Design spi_peripheral_flat, sky130hd; sources not shown.
Fig. 1: run 1, sequential cells colored by netlist name
Other sequential cells in the stronger gray, the rest of the logic in the fainter gray.
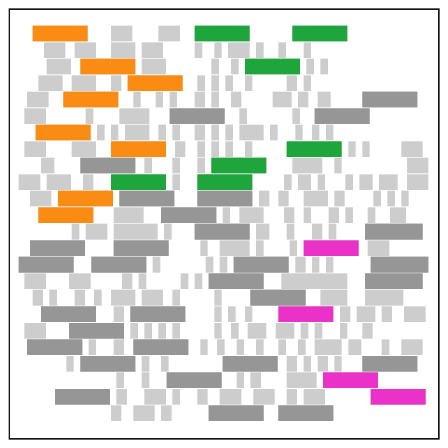
Orange is `u_core.hold_data`, sequential cells 8. Green is `u_core.shift_tx`, sequential cells 7. Magenta is `u_core.bit_cnt`, sequential cells 4, where lower right.
Another 30 sequential cells are not colored.
flop share of the area: 49.6%
register area: 1230 sq um
core occupancy in the finished layout: 55.8%
power in sequential cells: 1.39 mW

Fig. 2: run 1, routed metal per tile
Bar = 20 um. The die is cut into 14 by 14 equal tiles; dark purple is low, yellow is high, scaled to the fullest tile. Values are wire area over tile area, all layers added.
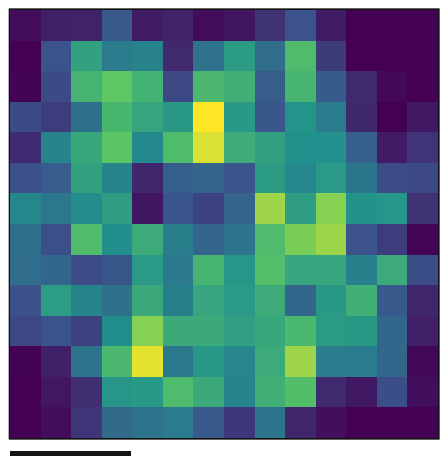
The fullest tile reaches 0.36. 35% of the tiles are over half the peak. 8.7% of the tiles are nearly empty. The mean over all tiles is 0.13.
via count: 1494
routed wirelength normalized by instance count: 14.7 um

Fig. 3: run 1, cell outlines without signal wires
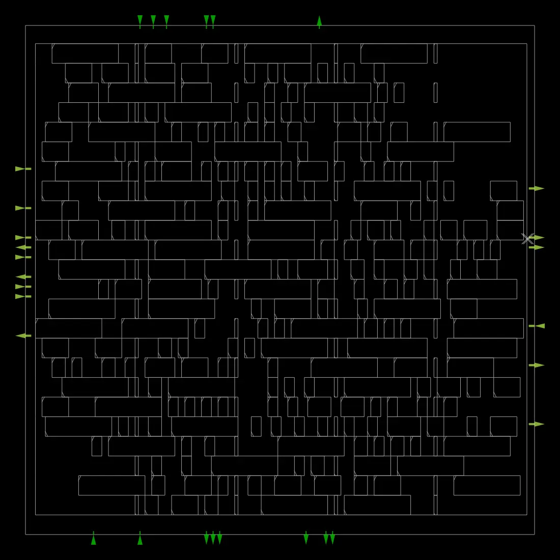
num sequential: 49
core area: 4440 sq um
num tapcells: 52
number of cell rows: 24
Layout Cells excl Fill: 293

==> results.txt <==
The flow run is done. The clock H-tree reported by CTS has 2 levels. Setup repair after global routing left no endpoint under its margin. As reported, the later end of the worst-skew pair has a clock insertion delay of approximately 0.31 ns.

The critical path crosses 2 cells after its start point. CTS placed an instance of sky130_fd_sc_hd__clkbuf_8 at the clock tree root. TritonCTS built the clock tree. A synthesized cell averages 9.84 sq um. Of the cells placed in the final design, the portion with a size suffix greater than 1 is approximately 15%. Width of the die landed at roughly 71 um. Clock network fraction of total power landed at about 25%.

Unique cell type count in the Yosys netlist landed at 25. Per the post-synthesis report, the number of cells in the design is 210. Filler cell count in the final layout landed at between 500 and 600. Count of instances resized after the clock tree is built landed at 0. In this run, placement finished with an instance count of 285. Placer's final routability congestion estimate landed at just under 0.8.

STA classifies the critical path endpoint as an output port. Share of the cycle needed by the critical path after routing landed at 95.7%. Clock tree skew after final layout landed at 0.00851 ns.

For this run, design rule violations remaining after detail routing come to 2. Headroom to the max-slew limit came out at 60.7%. Half-perimeter wire length of the detailed placement result landed at roughly 3000 um. The flow ran to the end, but the final reports show violations. Smallest hold slack landed at 0.100 ns. Summed standard-cell area reported by yosys landed at slightly above 2000 sq um. Post-synthesis net count landed at approximately 230. The share of total power dissipated in sequential elements is between 50 and 60%. Static leakage landed at between 1 and 1.5 nW. 29 I/O pins were placed. STA classifies the critical path startpoint as a flip-flop. Tally of max-capacitance violations landed at 0.

Aggregate global routing overflow landed at 0. Detail-routed via count per cell landed at roughly 5.1. Violation count after the first detailed-route iteration landed at around 90. The die is between 70 and 80 um tall.

Number of global-route vias before repair landed at between 1500 and 2000. The tool warning count for the run is 27. The required time at the worst endpoint is listed as about 1.7 ns. Clock sink count landed at ~50. The slowest stage of the critical path is the sky130_fd_sc_hd__clkdlybuf4s50_1 cell.

In this run the layout overhead on the synthesized area is reported as 20.1%. The final reports fail on design-rule violations. Worst path arrival time landed at 1.57 ns. Transition time at the pin with the least slew margin landed at 0.590 ns. Grouping stages by cell kind, the critical path spends the most delay in buffers and inverters.

Clock slew seen by the registers of the worst setup and hold paths landed at 0.10 ns. Pin count of the biggest net entering global routing landed at 27. Final-report setup violation count landed at 0.

In this run the cell area of the synthesized design comes to a little over 2000 sq um. Number of optimization iterations in the first detailed-route pass landed at 10. Largest fanout on the critical path landed at 10.

Worst reg-to-reg path cell count landed at 6. Based on the critical path, the design can be clocked at up to ~500 MHz. The min-delay analysis places its worst path in the category primary input to asynchronous set/reset pin. Pins over their slew limit in the final report were tallied at 0.

Worst stage delay on the critical path landed at about 0.62 ns. Minimum clock period after layout landed at 1.99 ns. Maximum buffer depth of the clock tree landed at 2.

Count of warnings emitted by yosys landed at 0. Number of nets with antenna violations after detailed routing landed at 0. Per STA, the worst path is made up of inv_1 > clkdlybuf4s50_1. Reg-to-reg setup timing slack landed at 0.46 ns. Number of diodes landed at 0. Global routing used just over 20% of the available tracks across all layers. The worst setup path is of the flip-flop to output port kind.

The worst-case IR drop observed on VDD is 0.646 mV. The first global-routing pass estimated roughly 7600 um of wire. The report lists the power per cell area as 1100 nW/um^2. Tally of buffers added on design ports landed at 28. Per the post-run analysis, buffers plus inverters along the critical path come to 2. Looking at the power breakdown, combinational cells take about a quarter of the total. The final layout reports a setup TNS of 0 ns.

Count of buffers added by post-CTS timing repair for setup landed at 0. Post-synthesis register bit count landed at slightly below 50. The number of antenna violations at the first check in global routing was 0.

For this design the total switching power over the nets is about 0.87 mW. Switching fraction of total power landed at about a third. Portion of the post-synthesis area used by sequential elements landed at 59.5%. Number of cell instances after yosys synthesis landed at roughly 210. For this block, the routed nets add up to between 4000 and 5000 um of wire. The overall die size recorded for this design is just under 5000 sq um. Internal cell power landed at 1.86 mW.

For this design, the CTS-stage hold fixing added 0 buffers. Endpoints failing hold in the final report were tallied at 0. The CTS report gives the tree buffer count as 5. Before placement the cells fill 46.5% of the core.

The finished design was reported to have a net count of roughly 260.
## run 1: power groups by stage
stage          logic, mW  registers [mW]  clock network, mW
4_1_cts            0.661            1.39              0.714
3_5_place_dp       0.653            1.40                  0
3_3_place_gp       0.625            1.39                  0
6_report           0.654            1.39              0.694
2_1_floorplan      0.465            1.36                  0
5_1_grt            0.749            1.43              0.741
## run 1: area by class of cell
type | count | area [sq um] | area share (%)
Clock buffer | 5 | 68.8 | 2.77
Clock inverter | 3 | 43.8 | 1.77
Inverter | 17 | 66.3 | 2.67
Multi-Input combinational cell | 138 | 712 | 28.7
Sequential cell | 49 | 1230 | 49.6
Tap cell | 52 | 65.1 | 2.62
Timing Repair Buffer | 29 | 295 | 11.9
## run 1: cell usage after synthesis (all sizes together)
cell type,n,area [sq um]
ha,2,25.0
buf,6,57.6
a31oi,1,6.26
nand3,8,52.6
o21ai,20,100
nor2,13,66.3
dfstp,3,78.8
dfrtp,46,1150
mux2,8,90.1
nand3b,1,7.51
a21oi,5,36.3
xor2,1,8.76
nand2,79,319
inv,17,66.3
## run 1: stage by stage
step	worst slack [ns]	util [%]	total power [mW]	cell area [sq um]
6_report	0.0890	55.8	2.74	2480
5_1_grt	0.0311	55.8	2.92	2480
4_1_cts	0.0737	55.8	2.77	2480
3_5_place_dp	0.449	53.3	2.06	2370
3_3_place_gp	0.455	53.3	2.02	2370
2_1_floorplan	0.805	-	1.82	2070
## run 1: cell families after synthesis
family | Yosys count | synth area share [%]
DFF | 49 | 59.5
adders and majority gates | 2 | 1.21
xor gates and xnor gates | 1 | 0.424
and+or+nand+nor | 101 | 21.6
buffers and inverters | 23 | 6.00
AOI/OAI and AO/OA | 26 | 6.91
muxes | 8 | 4.36
## run 1: metal layers
layer  wire length (um)  global-route usage (%)  up-vias
met5                  0                       0        -
met4                 65                    8.16        0
met3                140                    3.75        5
met2               2050                    32.3       30
met1               2050                    27.7      741
li1                   -                       -      718
## run 1: worst register-to-register path, stage by stage, from the launching register on
cell and delay (ns):
sky130_fd_sc_hd__dfstp_2 0.54, sky130_fd_sc_hd__inv_1 0.05, sky130_fd_sc_hd__nand2_1 0.08, sky130_fd_sc_hd__nand2_2 0.09, sky130_fd_sc_hd__o21ai_0 0.47, sky130_fd_sc_hd__nand3_1 0.21
sky130_fd_sc_hd__nand2_1 0.13
## run 1: placed cells by master (no fill, tap or decap), drive strengths merged
cell,n
nand3b,1
clkdlybuf4s50,27
nor2,13
nand2,79
dfrtp,46
mux2,8
xor2,1
bufinv,1
clkbuf,5
buf,2
a31oi,1
clkinv,1
nand3,8
ha,2
o21ai,20
a21oi,5
dfstp,3
inv,18
Power and IR drop assume default switching activity.
